M3 wires:
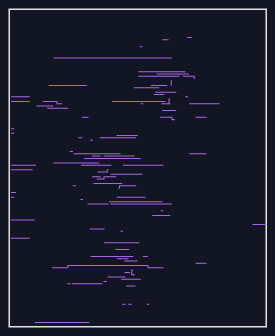
Placed standard cells:
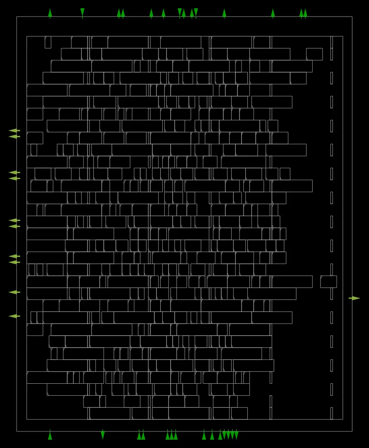
Wire density map:
15 x 19 tiles, from black (low) to pale yellow (high), scaled to the fullest tile. Values are wire area over tile area, all layers added.
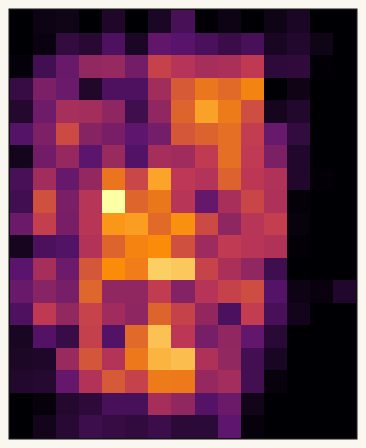
I/O nets highlighted:
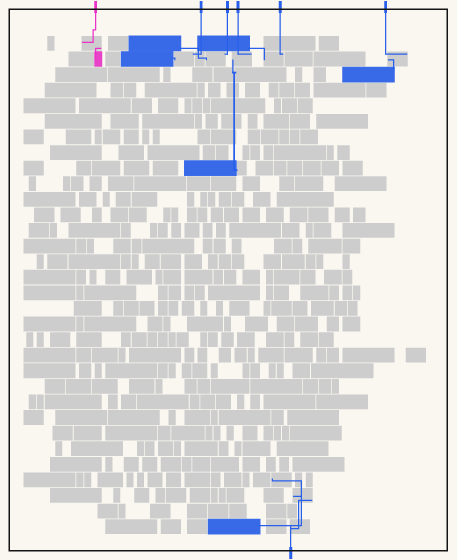
Sequential cells coloured by netlist name:
Other sequential cells in the stronger grey, the rest of the logic in the fainter grey.
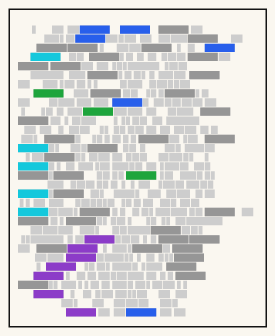
--- src/rtl/nbody_tile_scheduler.sv ---
// ---------------------------------------------------------------------------
// nbody_tile_scheduler
//
// Sequences an N-body force computation over a PxP systolic force array.
// The body set is cut into T = ceil(n/P) tiles per dimension. Tiles are
// visited with I as the outer index and J as the inner index, diagonal tiles
// included. Each tile has three phases:
//   FEED  - P beats, one per lane, carrying the i-/j-body addresses and
//           valid masks. A beat completes only when the body memory is
//           ready.
//   FLUSH - 2P-1 idle cycles so that the array pipeline can drain.
//   (after the last J of a row) COMMIT - the row accumulators are final.
// The block does no arithmetic on positions, masses or momenta.
//
// Ports:
//   clk, rst       clock and asynchronous active-high reset
//   start          begin a run (sampled only while idle)
//   n_bodies       body count, latched when start is accepted
//   abort          synchronous return to idle; no commit and no done
//   feed_ready     body memory accepts the current feed beat
//   busy           run in progress (cleared on the done cycle)
//   feed_en        valid feed beat
//   feed_lane      lane index k of the beat
//   feed_i_addr    I*P+k, truncated to AW bits
//   feed_j_addr    J*P+k, truncated to AW bits
//   feed_i_valid   I*P+k < n; the datapath uses mass 0 when low
//   feed_j_valid   J*P+k < n
//   row_first      beat belongs to a J==0 tile; accumulators seed with 0
//   commit         one-cycle pulse; row I accumulators are final
//   commit_i_base  I*P, valid with commit
//   done           one-cycle pulse at the end of the run
//   err            one-cycle pulse: start with n_bodies > MAX_BODIES
//
// Every output is a flop. Its next value is derived from the next-state
// values, so the outputs line up with the state that is being entered.
// ---------------------------------------------------------------------------
module nbody_tile_scheduler #(
  parameter int P          = 2,
  parameter int MAX_BODIES = 64,
  parameter int AW         = $clog2(MAX_BODIES)
) (
  input  logic                                clk,
  input  logic                                rst,
  input  logic                                start,
  input  logic [AW:0]                         n_bodies,
  input  logic                                abort,
  input  logic                                feed_ready,
  output logic                                busy,
  output logic                                feed_en,
  output logic [((P > 1) ? $clog2(P) : 1)-1:0] feed_lane,
  output logic [AW-1:0]                       feed_i_addr,
  output logic [AW-1:0]                       feed_j_addr,
  output logic                                feed_i_valid,
  output logic                                feed_j_valid,
  output logic                                row_first,
  output logic                                commit,
  output logic [AW-1:0]                       commit_i_base,
  output logic                                done,
  output logic                                err
);

  localparam int LW = (P > 1) ? $clog2(P) : 1;
  // Tile indices, body counts and address sums share one width. That width
  // is one bit wider than an address, so lanes past n never wrap.
  localparam int CW = AW + 1;
  localparam int FW = $clog2(2 * P);

  localparam logic [LW-1:0] LANE_LAST  = LW'(P - 1);
  localparam logic [FW-1:0] FLUSH_LAST = FW'(2 * P - 2);
  localparam logic [CW-1:0] P_CW       = CW'(P);
  localparam logic [CW-1:0] MAX_N      = CW'(MAX_BODIES);
  localparam logic [CW-1:0] ONE_CW     = CW'(1);

  typedef enum logic [2:0] {
    S_IDLE,
    S_FEED,
    S_FLUSH,
    S_COMMIT,
    S_DONE
  } state_t;

  // Control state.
  state_t          state_q, state_d;
  logic [LW-1:0]   k_q, k_d;
  logic [CW-1:0]   i_q, i_d;
  logic [CW-1:0]   j_q, j_d;
  logic [FW-1:0]   fcnt_q, fcnt_d;
  logic [CW-1:0]   n_q, n_d;
  logic [CW-1:0]   t_q, t_d;

  // Registered outputs.
  logic            busy_q, busy_d;
  logic            feed_en_q, feed_en_d;
  logic [LW-1:0]   feed_lane_q, feed_lane_d;
  logic [AW-1:0]   feed_i_addr_q, feed_i_addr_d;
  logic [AW-1:0]   feed_j_addr_q, feed_j_addr_d;
  logic            feed_i_valid_q, feed_i_valid_d;
  logic            feed_j_valid_q, feed_j_valid_d;
  logic            row_first_q, row_first_d;
  logic            commit_q, commit_d;
  logic [AW-1:0]   commit_i_base_q, commit_i_base_d;
  logic            done_q, done_d;
  logic            err_q, err_d;

  // Full-width address arithmetic for the tile that is being entered.
  logic [CW-1:0]   i_base_d, j_base_d;
  logic [CW-1:0]   sum_i_d, sum_j_d;

  // Next-state logic. FEED advances k only on an accepted beat. FLUSH is a
  // fixed-length count that ignores feed_ready. Abort overrides every other
  // transition outside IDLE and clears the tile position.
  always_comb begin
    state_d = state_q;
    k_d     = k_q;
    i_d     = i_q;
    j_d     = j_q;
    fcnt_d  = fcnt_q;
    n_d     = n_q;
    t_d     = t_q;
    err_d   = 1'b0;

    case (state_q)
      S_IDLE: begin
        if (start) begin
          if (n_bodies == '0) begin
            state_d = S_DONE;
          end else if (n_bodies > MAX_N) begin
            err_d = 1'b1;
          end else begin
            n_d     = n_bodies;
            t_d     = CW'((int'(n_bodies) + P - 1) / P);
            i_d     = '0;
            j_d     = '0;
            k_d     = '0;
            fcnt_d  = '0;
            state_d = S_FEED;
          end
        end
      end

      S_FEED: begin
        if (feed_ready) begin
          if (k_q == LANE_LAST) begin
            k_d     = '0;
            fcnt_d  = '0;
            state_d = S_FLUSH;
          end else begin
            k_d = k_q + LW'(1);
          end
        end
      end

      S_FLUSH: begin
        if (fcnt_q == FLUSH_LAST) begin
          fcnt_d = '0;
          if (j_q == t_q - ONE_CW) begin
            state_d = S_COMMIT;
          end else begin
            j_d     = j_q + ONE_CW;
            state_d = S_FEED;
          end
        end else begin
          fcnt_d = fcnt_q + FW'(1);
        end
      end

      S_COMMIT: begin
        if (i_q == t_q - ONE_CW) begin
          state_d = S_DONE;
        end else begin
          i_d     = i_q + ONE_CW;
          j_d     = '0;
          state_d = S_FEED;
        end
      end

      S_DONE: begin
        state_d = S_IDLE;
      end

      default: begin
        state_d = S_IDLE;
      end
    endcase

    if (abort && (state_q != S_IDLE)) begin
      state_d = S_IDLE;
      k_d     = '0;
      i_d     = '0;
      j_d     = '0;
      fcnt_d  = '0;
    end
  end

  // Output values for the next cycle. They are derived from the next state,
  // so a beat and its addresses change together on a single edge. A stalled
  // beat recomputes to exactly the same values.
  always_comb begin
    i_base_d = i_d * P_CW;
    j_base_d = j_d * P_CW;
    sum_i_d  = i_base_d + CW'(k_d);
    sum_j_d  = j_base_d + CW'(k_d);

    busy_d          = (state_d == S_FEED) || (state_d == S_FLUSH) ||
                      (state_d == S_COMMIT);
    feed_en_d       = 1'b0;
    feed_lane_d     = '0;
    feed_i_addr_d   = '0;
    feed_j_addr_d   = '0;
    feed_i_valid_d  = 1'b0;
    feed_j_valid_d  = 1'b0;
    row_first_d     = 1'b0;
    commit_d        = 1'b0;
    commit_i_base_d = '0;
    done_d          = (state_d == S_DONE);

    if (state_d == S_FEED) begin
      feed_en_d      = 1'b1;
      feed_lane_d    = k_d;
      feed_i_addr_d  = sum_i_d[AW-1:0];
      feed_j_addr_d  = sum_j_d[AW-1:0];
      // The compare uses the untruncated sum so that padding lanes are masked.
      feed_i_valid_d = (sum_i_d < n_d);
      feed_j_valid_d = (sum_j_d < n_d);
      row_first_d    = (j_d == '0);
    end

    if (state_d == S_COMMIT) begin
      commit_d        = 1'b1;
      commit_i_base_d = i_base_d[AW-1:0];
    end
  end

  // The single state register. Asserting reset clears all outputs at once,
  // so a run cut short by reset never emits commit or done.
  always_ff @(posedge clk or posedge rst) begin
    if (rst) begin
      state_q         <= S_IDLE;
      k_q             <= '0;
      i_q             <= '0;
      j_q             <= '0;
      fcnt_q          <= '0;
      n_q             <= '0;
      t_q             <= '0;
      busy_q          <= 1'b0;
      feed_en_q       <= 1'b0;
      feed_lane_q     <= '0;
      feed_i_addr_q   <= '0;
      feed_j_addr_q   <= '0;
      feed_i_valid_q  <= 1'b0;
      feed_j_valid_q  <= 1'b0;
      row_first_q     <= 1'b0;
      commit_q        <= 1'b0;
      commit_i_base_q <= '0;
      done_q          <= 1'b0;
      err_q           <= 1'b0;
    end else begin
      state_q         <= state_d;
      k_q             <= k_d;
      i_q             <= i_d;
      j_q             <= j_d;
      fcnt_q          <= fcnt_d;
      n_q             <= n_d;
      t_q             <= t_d;
      busy_q          <= busy_d;
      feed_en_q       <= feed_en_d;
      feed_lane_q     <= feed_lane_d;
      feed_i_addr_q   <= feed_i_addr_d;
      feed_j_addr_q   <= feed_j_addr_d;
      feed_i_valid_q  <= feed_i_valid_d;
      feed_j_valid_q  <= feed_j_valid_d;
      row_first_q     <= row_first_d;
      commit_q        <= commit_d;
      commit_i_base_q <= commit_i_base_d;
      done_q          <= done_d;
      err_q           <= err_d;
    end
  end

  assign busy          = busy_q;
  assign feed_en       = feed_en_q;
  assign feed_lane     = feed_lane_q;
  assign feed_i_addr   = feed_i_addr_q;
  assign feed_j_addr   = feed_j_addr_q;
  assign feed_i_valid  = feed_i_valid_q;
  assign feed_j_valid  = feed_j_valid_q;
  assign row_first     = row_first_q;
  assign commit        = commit_q;
  assign commit_i_base = commit_i_base_q;
  assign done          = done_q;
  assign err           = err_q;

endmodule

--- config.mk ---
export PLATFORM = sky130hd
export DESIGN_NAME = nbody_tile_scheduler
export DESIGN_NICKNAME = d
export VERILOG_FILES = /design/src/rtl/nbody_tile_scheduler.sv
export SDC_FILE = /design/constraint.sdc
export NUM_CORES = 1
export LEC_CHECK = 0
export CORE_ASPECT_RATIO = 1.25
export CORE_MARGIN = 2
export CORE_UTILIZATION = 55
export DETAILED_ROUTE_END_ITERATION = 12
export GPL_ROUTABILITY_DRIVEN = 0
export PLACE_DENSITY = 0.89
export SYNTH_ARGS = -nofsm -noshare
export SYNTH_HDL_FRONTEND = slang
export SYNTH_SLANG_ARGS = --single-unit
--- constraint.sdc ---
create_clock -name clk -period 10.6 [get_ports clk]
set_input_delay 2.12 -clock clk [delete_from_list [all_inputs] [get_ports clk]]
set_output_delay 2.12 -clock clk [all_outputs]
set_load 0.03 [all_outputs]
==> GITHUB_STEP_SUMMARY <==
## Synthesis and layout report

| Metric | Value |
|---|---|
| CP Depth | 15 |
| Buffers, non-clock | 38 |
| Worst path slowest cell | or4b_4 |
| Die X | 76.19 microns |
| Static Leak | 0.001902 uW |
| Met2 Use GR | 0.4308 |
| Switching part of the total | 0.4114 |
| Hold Vio Cnt, Final | 0 |
| Total gr overflow | 0 |
| H-tree lvl count | 3 |
| Count of final max-slew check failures | 0 |
| Cell accounting for the most synthesized area | dfrtp_1 |
| Global routing's busiest layer | met2 |
| Synth Seq Share | 0.4052 |
| Asr flop ratio synth | 1.000 |
| Crit path DAT | 6.10 ns |
| Placed insts | 473 |
| Critical path data required time | 10.85 ns |
| Critical path cell sequence | clkdlybuf4s50_1, inv_1, ha_1, or4b_4, o21ai_4, nand3b_1, nor3_1, o21ai_0, o21a_1, o21ai_0, inv_1, ha_1, a21o_1, a21o_1, a2111oi_4 |
| Slew headroom | 0.3976 |
| Wl on met1 | 3.403 mm |
| Yosys cell count | 369 |
| Dpl cell area | 0.003959 sq mm |
| Ys flop type | dfrtp_1 |
| Metal3 WL | 519 microns |
| Syn_area_per_cell | 9.708 sq um |
| Clock network area share | 0.04497 |
| Largest cell class | combinational gates |
| Setup violations, final | 0 |
| Reg2reg start | t_q[0]$_DFFE_PP0P_ |
| Post_cts resized | 0 |
| Via density | 6.049 |
| R2r endpoint | feed_j_valid$_DFF_PP0_ |
| Postcts setup bufs | 0 |
| Status | complete, no violations |
| Clk power | 198 uW |
| RSZ-0062 raised after global routing | false |
| Dpl ws | 4.530 ns |
| Invs w/o clock | 22 |
About 'M3 wires':
The layer holds 6.0% of the routed length. The longest straight run is 35.0 microns. The layer carries 519 microns of wire. The wires run mostly horizontal.
via count: 2958
M3 GR Usage: 0.04712

About 'placed standard cells':
filler instances: 473
flop count: 58
row count: 32
Final Util: 0.6637

About 'wire density map':
The mean over all tiles is 0.20. 23% of the tiles are over half the peak. 20% of the tiles are nearly empty. The emptiest ninth of the die: south-east. The fullest tile reaches 0.68. The densest ninth of the die: centre.
mean routed wirelength per cell: 17.81 microns
WL final: 8.708 mm
GRT Total Usage: 0.2621

About 'I/O nets highlighted':
rst: marked magenta, bits 1, direction input, edge north, end cells 1, buffers 1, wire 10.7 microns. feed_j_addr: marked blue, bits 6, direction output, edge 5 north, 1 south, end cells 6, buffers 6, wire 115 microns.
Port-buffer cells: 37
I/O pin cnt: 39

About 'sequential cells coloured by netlist name':
n_q: marked purple, placed flops 7, where south-west. commit_i_base: marked cyan, placed flops 5, where west. state_q: marked green, placed flops 3. feed_j_addr: marked blue, placed flops 6.

Power is estimated from default activity; no workload was simulated.
